**The metal 1 layer**

Scale bar: 50 um. Supply wires on this layer in grey.
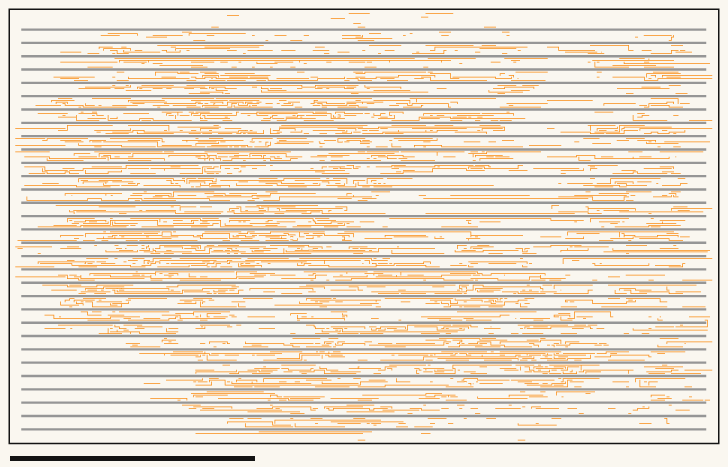
**M2 wires**

Scale bar: 50 um.
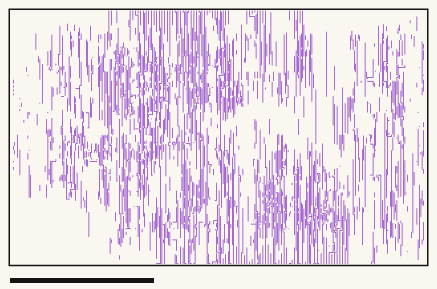
**M3 wires**

Cells faint in the background.
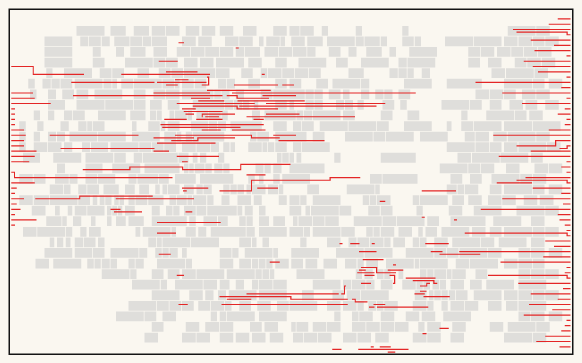
**Met4 routing**

Scale bar: 50 um. Supply wires on this layer in grey.
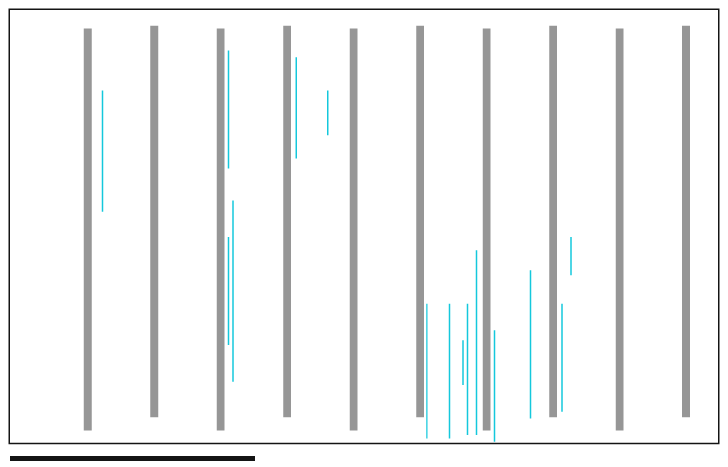
**Routing congestion**

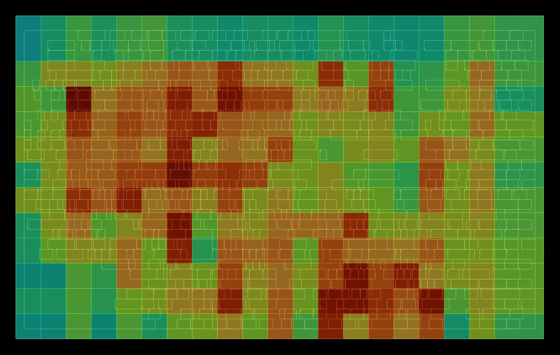
<file path="config.mk">
export PLATFORM = sky130hd
export DESIGN_NAME = load_store_unit
export DESIGN_NICKNAME = d
export VERILOG_FILES = /design/src/rtl/lsu_pkg.sv /design/src/rtl/lsu_align.sv /design/src/rtl/load_store_unit.sv
export SDC_FILE = /design/constraint.sdc
export NUM_CORES = 1
export LEC_CHECK = 0
export CAP_MARGIN = 20
export CORE_ASPECT_RATIO = 0.6
export CORE_MARGIN = 2
export CORE_UTILIZATION = 43
export CTS_BUF_LIST = sky130_fd_sc_hd__clkbuf_8 sky130_fd_sc_hd__clkbuf_16
export CTS_CLUSTER_DIAMETER = 150
export DETAILED_ROUTE_END_ITERATION = 10
export GPL_TIMING_DRIVEN = 0
export PLACE_DENSITY = 0.79
export SYNTH_ARGS = -nofsm -noshare
export SYNTH_HDL_FRONTEND = slang
export SYNTH_SLANG_ARGS = --single-unit
</file>
<file path="constraint.sdc">
create_clock -name clk -period 3.1 [get_ports clk]
set_clock_uncertainty 0.05 [all_clocks]
set_input_delay 0.62 -clock clk [delete_from_list [all_inputs] [get_ports clk]]
set_output_delay 0.62 -clock clk [all_outputs]
set_load 0.1 [all_outputs]
</file>
<file path="src/rtl/lsu_pkg.sv">
// Shared definitions for the memory-stage load/store unit.
//   BUS_W          data-bus width in bits
//   F3_*           RV32I load/store width codes (funct3)
//   lsu_state_t    access sequencer state
package lsu_pkg;

    localparam int BUS_W = 32;

    localparam logic [2:0] F3_B  = 3'b000;
    localparam logic [2:0] F3_H  = 3'b001;
    localparam logic [2:0] F3_W  = 3'b010;
    localparam logic [2:0] F3_BU = 3'b100;
    localparam logic [2:0] F3_HU = 3'b101;

    typedef enum logic [1:0] {
        IDLE = 2'd0,
        REQ  = 2'd1,
        WAIT = 2'd2,
        DONE = 2'd3
    } lsu_state_t;

endpackage

</file>
<file path="src/rtl/lsu_align.sv">
// Combinational alignment helper for the load/store unit.
//   isLoad, isStore  op kind (mutually exclusive)
//   funct3           RV32I width code
//   offset           byte offset within the word (addr[1:0])
//   storeData        rs2 value, data in the low bits
//   rdata            word returned by the bus
//   illegal          misaligned access or unsupported funct3
//   wmask, wdata     byte enables and lane-replicated store data (0 for loads)
//   loadData         selected and sign/zero-extended load result
module lsu_align
    import lsu_pkg::*;
(
    input  logic             isLoad,
    input  logic             isStore,
    input  logic [2:0]       funct3,
    input  logic [1:0]       offset,
    input  logic [BUS_W-1:0] storeData,
    input  logic [BUS_W-1:0] rdata,
    output logic             illegal,
    output logic [3:0]       wmask,
    output logic [BUS_W-1:0] wdata,
    output logic [BUS_W-1:0] loadData
);

    logic [7:0]  byteSel;
    logic [15:0] halfSel;

    always_comb begin
        byteSel  = rdata[{offset, 3'b000} +: 8];
        halfSel  = offset[1] ? rdata[31:16] : rdata[15:0];
        illegal  = 1'b0;
        wmask    = 4'b0000;
        wdata    = '0;
        loadData = '0;

        if (isLoad) begin
            case (funct3)
                F3_B:  loadData = {{24{byteSel[7]}}, byteSel};
                F3_BU: loadData = {24'd0, byteSel};
                F3_H: begin
                    illegal  = offset[0];
                    loadData = {{16{halfSel[15]}}, halfSel};
                end
                F3_HU: begin
                    illegal  = offset[0];
                    loadData = {16'd0, halfSel};
                end
                F3_W: begin
                    illegal  = |offset;
                    loadData = rdata;
                end
                default: illegal = 1'b1;
            endcase
        end else if (isStore) begin
            case (funct3)
                F3_B: begin
                    wmask = 4'b0001 << offset;
                    wdata = {4{storeData[7:0]}};
                end
                F3_H: begin
                    illegal = offset[0];
                    wmask   = 4'b0011 << {offset[1], 1'b0};
                    wdata   = {2{storeData[15:0]}};
                end
                F3_W: begin
                    illegal = |offset;
                    wmask   = 4'b1111;
                    wdata   = storeData;
                end
                default: illegal = 1'b1;
            endcase
        end
    end

endmodule

</file>
<file path="src/rtl/load_store_unit.sv">
// Memory-stage load/store unit: turns an EX/MEM load/store into a handshaked
// bus access, stalls the pipeline while it is outstanding, and abandons
// accesses that exceed TIMEOUT_CYCLES in REQ+WAIT.
//   clk, reset             clock, synchronous active-high reset
//   mem_read_m/write_m     load/store present in MEM
//   funct3_m, addr_m       width code and byte address
//   store_data_m           store source value
//   load_data_m            extended load result, nonzero only in DONE
//   lsu_stall              pipeline hold request (combinational)
//   access_err_m           one-cycle misaligned/illegal/timeout pulse
//   bus_*                  registered request side, bus_gnt/rvalid/rdata response
module load_store_unit
    import lsu_pkg::*;
#(
    parameter int TIMEOUT_CYCLES = 256
) (
    input  logic             clk,
    input  logic             reset,
    input  logic             mem_read_m,
    input  logic             mem_write_m,
    input  logic [2:0]       funct3_m,
    input  logic [BUS_W-1:0] addr_m,
    input  logic [BUS_W-1:0] store_data_m,
    output logic [BUS_W-1:0] load_data_m,
    output logic             lsu_stall,
    output logic             access_err_m,
    output logic             bus_req,
    output logic             bus_we,
    output logic [BUS_W-1:0] bus_addr,
    output logic [BUS_W-1:0] bus_wdata,
    output logic [3:0]       bus_wmask,
    input  logic             bus_gnt,
    input  logic             bus_rvalid,
    input  logic [BUS_W-1:0] bus_rdata
);

    localparam int CNT_W = (TIMEOUT_CYCLES > 1) ? $clog2(TIMEOUT_CYCLES) : 1;
    localparam logic [CNT_W-1:0] CNT_LAST = CNT_W'(TIMEOUT_CYCLES - 1);

    lsu_state_t       state;
    logic [CNT_W-1:0] tmoCnt;
    logic [BUS_W-1:0] capData;

    logic             opValid;
    logic             alignErr;
    logic [3:0]       alignMask;
    logic [BUS_W-1:0] alignWdata;
    logic [BUS_W-1:0] alignLoad;
    logic             inFlight;
    logic             rdAccept;
    logic             finish;
    logic             timeout;

    assign opValid = mem_read_m | mem_write_m;

    // The EX/MEM register is frozen while we stall, so the live funct3/addr
    // are still valid when read data comes back and can drive extraction.
    lsu_align uAlign (
        .isLoad    (mem_read_m),
        .isStore   (mem_write_m),
        .funct3    (funct3_m),
        .offset    (addr_m[1:0]),
        .storeData (store_data_m),
        .rdata     (bus_rdata),
        .illegal   (alignErr),
        .wmask     (alignMask),
        .wdata     (alignWdata),
        .loadData  (alignLoad)
    );

    assign inFlight = (state == REQ) || (state == WAIT);
    // bus_we is still the latched op kind while in REQ; it reads 0 in WAIT.
    assign rdAccept = bus_rvalid && !bus_we &&
                      (((state == REQ) && bus_gnt) || (state == WAIT));
    assign finish   = ((state == REQ) && bus_gnt && (bus_we || bus_rvalid)) ||
                      ((state == WAIT) && bus_rvalid);
    // A completion landing on the last budgeted cycle wins over the timeout.
    assign timeout  = inFlight && (tmoCnt == CNT_LAST) && !finish;

    assign lsu_stall    = ((state == IDLE) && opValid && !alignErr) || inFlight;
    assign access_err_m = ((state == IDLE) && opValid && alignErr) || timeout;
    assign load_data_m  = (state == DONE) ? capData : '0;

    always_ff @(posedge clk) begin
        if (reset) begin
            state     <= IDLE;
            tmoCnt    <= '0;
            capData   <= '0;
            bus_req   <= 1'b0;
            bus_we    <= 1'b0;
            bus_addr  <= '0;
            bus_wdata <= '0;
            bus_wmask <= 4'b0000;
        end else begin
            case (state)
                IDLE: begin
                    if (opValid && !alignErr) begin
                        state     <= REQ;
                        tmoCnt    <= '0;
                        bus_req   <= 1'b1;
                        bus_we    <= mem_write_m;
                        bus_addr  <= {addr_m[BUS_W-1:2], 2'b00};
                        bus_wdata <= alignWdata;
                        bus_wmask <= alignMask;
                    end
                end
                REQ: begin
                    tmoCnt <= tmoCnt + 1'b1;
                    if (bus_gnt || timeout) begin
                        bus_req   <= 1'b0;
                        bus_we    <= 1'b0;
                        bus_addr  <= '0;
                        bus_wdata <= '0;
                        bus_wmask <= 4'b0000;
                    end
                    if (timeout) begin
                        capData <= '0;
                        state   <= DONE;
                    end else if (bus_gnt) begin
                        if (rdAccept)
                            capData <= alignLoad;
                        state <= (bus_we || bus_rvalid) ? DONE : WAIT;
                    end
                end
                WAIT: begin
                    tmoCnt <= tmoCnt + 1'b1;
                    if (rdAccept) begin
                        capData <= alignLoad;
                        state   <= DONE;
                    end else if (timeout) begin
                        capData <= '0;
                        state   <= DONE;
                    end
                end
                DONE:    state <= IDLE;
                default: state <= IDLE;
            endcase
        end
    end

endmodule

</file>
==> run summary <==
Implementation status.

- The run finished with clean final reports.
- For reference, full adder, half adder and majority cells occupy 1.23% of the area reported after synthesis.
- The maximum frequency from static timing analysis is 0.328 GHz.
- Looking at the max-slew report, the worst-margin pin has a slew of 1020 ps.
- The layout cell share with drive strength beyond 1 is 13.3%.
- The wire length reported by the detailed router is 18100 um.
- The warning count from the yosys run is 0.
- The worst setup margin is 51.4 ps.
- The final antenna diode count is 0.
- STA classifies the critical path endpoint as a primary output.
- The final layout report lists a clock buffer count of 9.
- The type of element launching the critical path is an input pin.
- After Yosys synthesis, XOR and XNOR cells account for 0.172% of the synthesized area.
- The prevailing logic family in the synthesized netlist is AND-OR/OR-AND gates.
- The flop count is 110.
- The DRC violation count after routing is 0.
- The sequential cells in the finished layout cover a total of 2200 um2.
- The width of the chip is 145 um.
- The power report attributes to the combinational group a share of 46.2%.
- The total placed instance area is 7320 um2.
- The height of the die is 88.3 um.
- The clock latency on the worst-skew pair is 340 ps.
- In this run the core area contains 30 standard-cell rows.
- The total global routing track utilization is 27.6%.
- The clock slew seen by the registers of the worst setup and hold paths is 80 ps.
- The OpenROAD warning count is 29.
- The root buffer cell is sky130_fd_sc_hd__clkbuf_16.
- For this design, Yosys synthesis ends with a cell count of 519.
- The post-route non-filler standard cell count is 898.
- The count of flip-flops with a built-in enable after synthesis is 0.
- The Yosys chip area is 5090 um2.
- The design received a total of 160 well taps at floorplan.
- The part of the total power dissipated in sequential elements is 32.2%.
- The top power consumer group is combinational cells.
- The count of input and output buffers is 202.
- Counting the buffers created by CTS gives 9.
- The smallest hold slack is 410 ps.
- The clock network takes up 3.76% of total cell area after layout.
- The sum of met2 wire segment lengths after detailed routing is 7910 um.
- Power comes to 5.15 mW.
- On the critical path the largest part of the delay comes from buffers and inverters.
- The clock passes through at most 2 buffers.
- The clock tree from TritonCTS is built.
- The number of vias in the routed layout is 5244.
- The post-route cell area is 7550 um2.
- The endpoint with the worst hold slack is capData[25].
- The data arrival time of the critical path is 2380 ps.
- The I/O pin total is 209.
- The clock sink count is 110.
- In this run the worst setup path terminates at lsu_stall.
- The initial cell density of the core is 44.6%.
- Per the synth stats, the proportion of register bits with asynchronous set or reset is 0%.
- In the final layout, the registers with the most flip-flops are bus_wdata: 32 flops, capData: 32 flops, bus_addr: 30 flops.
- According to the floorplan report, the placeable core area is 11400 um2.
- The number of buffers outside the clock class in the layout is 252.
- The number of maximum-capacitance violations recorded for the run is 0.
- In the hold timing report, the worst path depth is 1.
- The remaining global-route overflow is 0.
- The logic area is 2650 um2.
- The fraction of area in registers is 29.2%.
- Summed over all failing endpoints, the final setup total negative slack is 0 ps.
- The cell taking the most area after synthesis is sky130_fd_sc_hd__dfxtp_1.
- The most critical min-delay path falls under flop to flop.
- For reference, the top cells by count after synthesis are 110 x sky130_fd_sc_hd__dfxtp_1, 57 x sky130_fd_sc_hd__a22o_1, 42 x sky130_fd_sc_hd__o2bb2ai_1, 34 x sky130_fd_sc_hd__a21oi_1, 34 x sky130_fd_sc_hd__and2_1.
- The clock H-tree reported by CTS has 3 levels.
- The combined area of all synthesized cells is 5090 um2.
- The sequential share of the synthesized area is 43.2%.
- The worst VDD IR drop from the latest analysis is 0.000776 V.
- For the worst flop-to-flop path, the logic depth is 8.
- For this design the total switching power over the nets is 2.34 mW.
- The number of placed cells counting well taps is 882.
- The tally of unique sky130hd cells used after synthesis is 55.
- The critical path in this run is classified as input pin to primary output.
- Per the post-route antenna check, the number of violating nets is 0.
- The synthesis run shows multiplexers occupying 3.93% of the cell area.
- In the final layout, excluding clock inverters the inverter count is 7.
- Per the synth log, the flip-flop and latch total comes to 110.
- The final max-slew violation count recorded for this run is 0.
- The highest metal layer with signal wires is met4.
- The global-route layer with the greatest usage is met2.
- The via count of the first global-routing pass is 5041.
- The largest contributor to cell area by class is multi-input combinational cells.
- The area fraction of the largest cell type after synthesis is 43.2%.
- The share of the final layout cell area in multi-input gates is 35.1%.
- The post-synthesis cell type with the largest instance count is sky130_fd_sc_hd__dfxtp_1.
- The reg-to-reg critical path endpoint is capData[31].
- Per the summary, power density relative to cell area is 682 nW/um2.
- The clock-net power is 1.11 mW.
- In the finished design, the share of the clock period the worst path needs comes to 98.3%.
- The power report lists the sequential group at 1.66 mW.
- The initial antenna violation count is 0.
- The iteration count of the initial detailed-routing pass is 6.
- Setup slack on the worst reg-to-reg path comes out at 320 ps.
- Leaving out fill and tap cells, the most frequent cells in the layout are 167 x sky130_fd_sc_hd__clkdlybuf4s50_1, 110 x sky130_fd_sc_hd__dfxtp_1, 57 x sky130_fd_sc_hd__a22o_1.
- The area fraction in compound gates after synthesis is 31.9%.
- Once the clock tree was built, the setup fixing pass inserted 0 buffers.
- The post-detailed-placement half-perimeter wirelength is 14100 um.
- The count of final hold-check violations is 0.
- The wire length of the first global-routing pass is 27100 um.
- Looking at the reg2reg group, the worst path starts from state[1].
- The number of multi-input combinational cells in the layout is 353.
- The proportion of total power due to net switching is 45.5%.
- The first element of the critical path is mem_write_m.
- The maximum fanout along the worst path is 5.
- The beginning of the worst hold path is capData[25].
- Among all stages on the critical path, the largest delay is contributed by sky130_fd_sc_hd__clkdlybuf4s50_1.
- The number of cells produced by synthesis is 519.
- The worst stage delay on the critical path is 580 ps.
- The met2 track demand over resource in global routing is 42.4%.
- The main flop type after synthesis is sky130_fd_sc_hd__dfxtp_1.
- The met3 routed wirelength is 1730 um.
- The shortest period the worst path allows is 3050 ps.
- Counting buffers and inverters, the worst setup path is 6 cells deep.
- The internal power summed over all cells is 2.81 mW.
- Per report_power, the clock group accounts for 21.6% of the total.
- The maximum number of pins on one net before global-route repair is 20.
- In the final layout, the fill cell count is 929.
- The growth of design area from synthesis to finish is 48.2%.
- Hold repair after CTS inserted 0 buffers.
- Non-clock buffering takes up 29.0% of total cell area after layout.
- In the per-layer summary, the met1 wirelength comes to 8100 um.
- The setup slack after placement is -1110 ps.
- A synthesized cell averages 9.82 um2.
- Per the OpenROAD power report, leakage power amounts to 2.79 nW.
- In the final design database the tool counted 843 nets.
- The end-of-flow timing check tallies setup violations at 0.
- The max-slew check reports its worst relative slack as 31.6%.
- The per-cell via count in the routed design is 5.84.
- The routability congestion estimate from global placement is 0.966.
- Yosys attributes the largest share of cell area to sky130_fd_sc_hd__dfxtp_1 43%, sky130_fd_sc_hd__a22o_1 9.8%, sky130_fd_sc_hd__o2bb2ai_1 7.2%, sky130_fd_sc_hd__and2_1 4.2%, sky130_fd_sc_hd__mux4_2 3.5%.
- For reference, the critical path cell chain is clkdlybuf4s50_1 > nor3b_2 > a211oi_1 > or3_1 > nand2b_1 > buf_6.
- The post-cts resize count is 66.
- Per report_power, the Combinational row totals 2.38 mW.
- The floorplan step defined a die boundary enclosing 12800 um2.
- The simple-gate share of the synthesized area is 14.3%.
About 'the metal 1 layer':
The wires run mostly horizontal. 761 nets have wire on it. The layer holds 45% of the routed length. The longest straight run is 67.6 um.

About 'M2 wires':
The longest straight run is 40.1 um. The wires run mostly vertical. The layer carries 7910 um of wire. 755 nets have wire on it.

About 'M3 wires':
The layer carries 1730 um of wire. The longest straight run is 46.9 um. The wires run mostly horizontal.

About 'met4 routing':
The layer holds 1.9% of the routed length. 15 nets have wire on it. The wires run mostly vertical. The layer carries 345 um of wire.

About 'routing congestion':
global-route track usage on met3: 7.09%
GR met1 Demand/Resource: 38.5%
per-cell routed wire length: 20.1 um
final core utilization: 66.2%

Power and IR drop assume default switching activity.
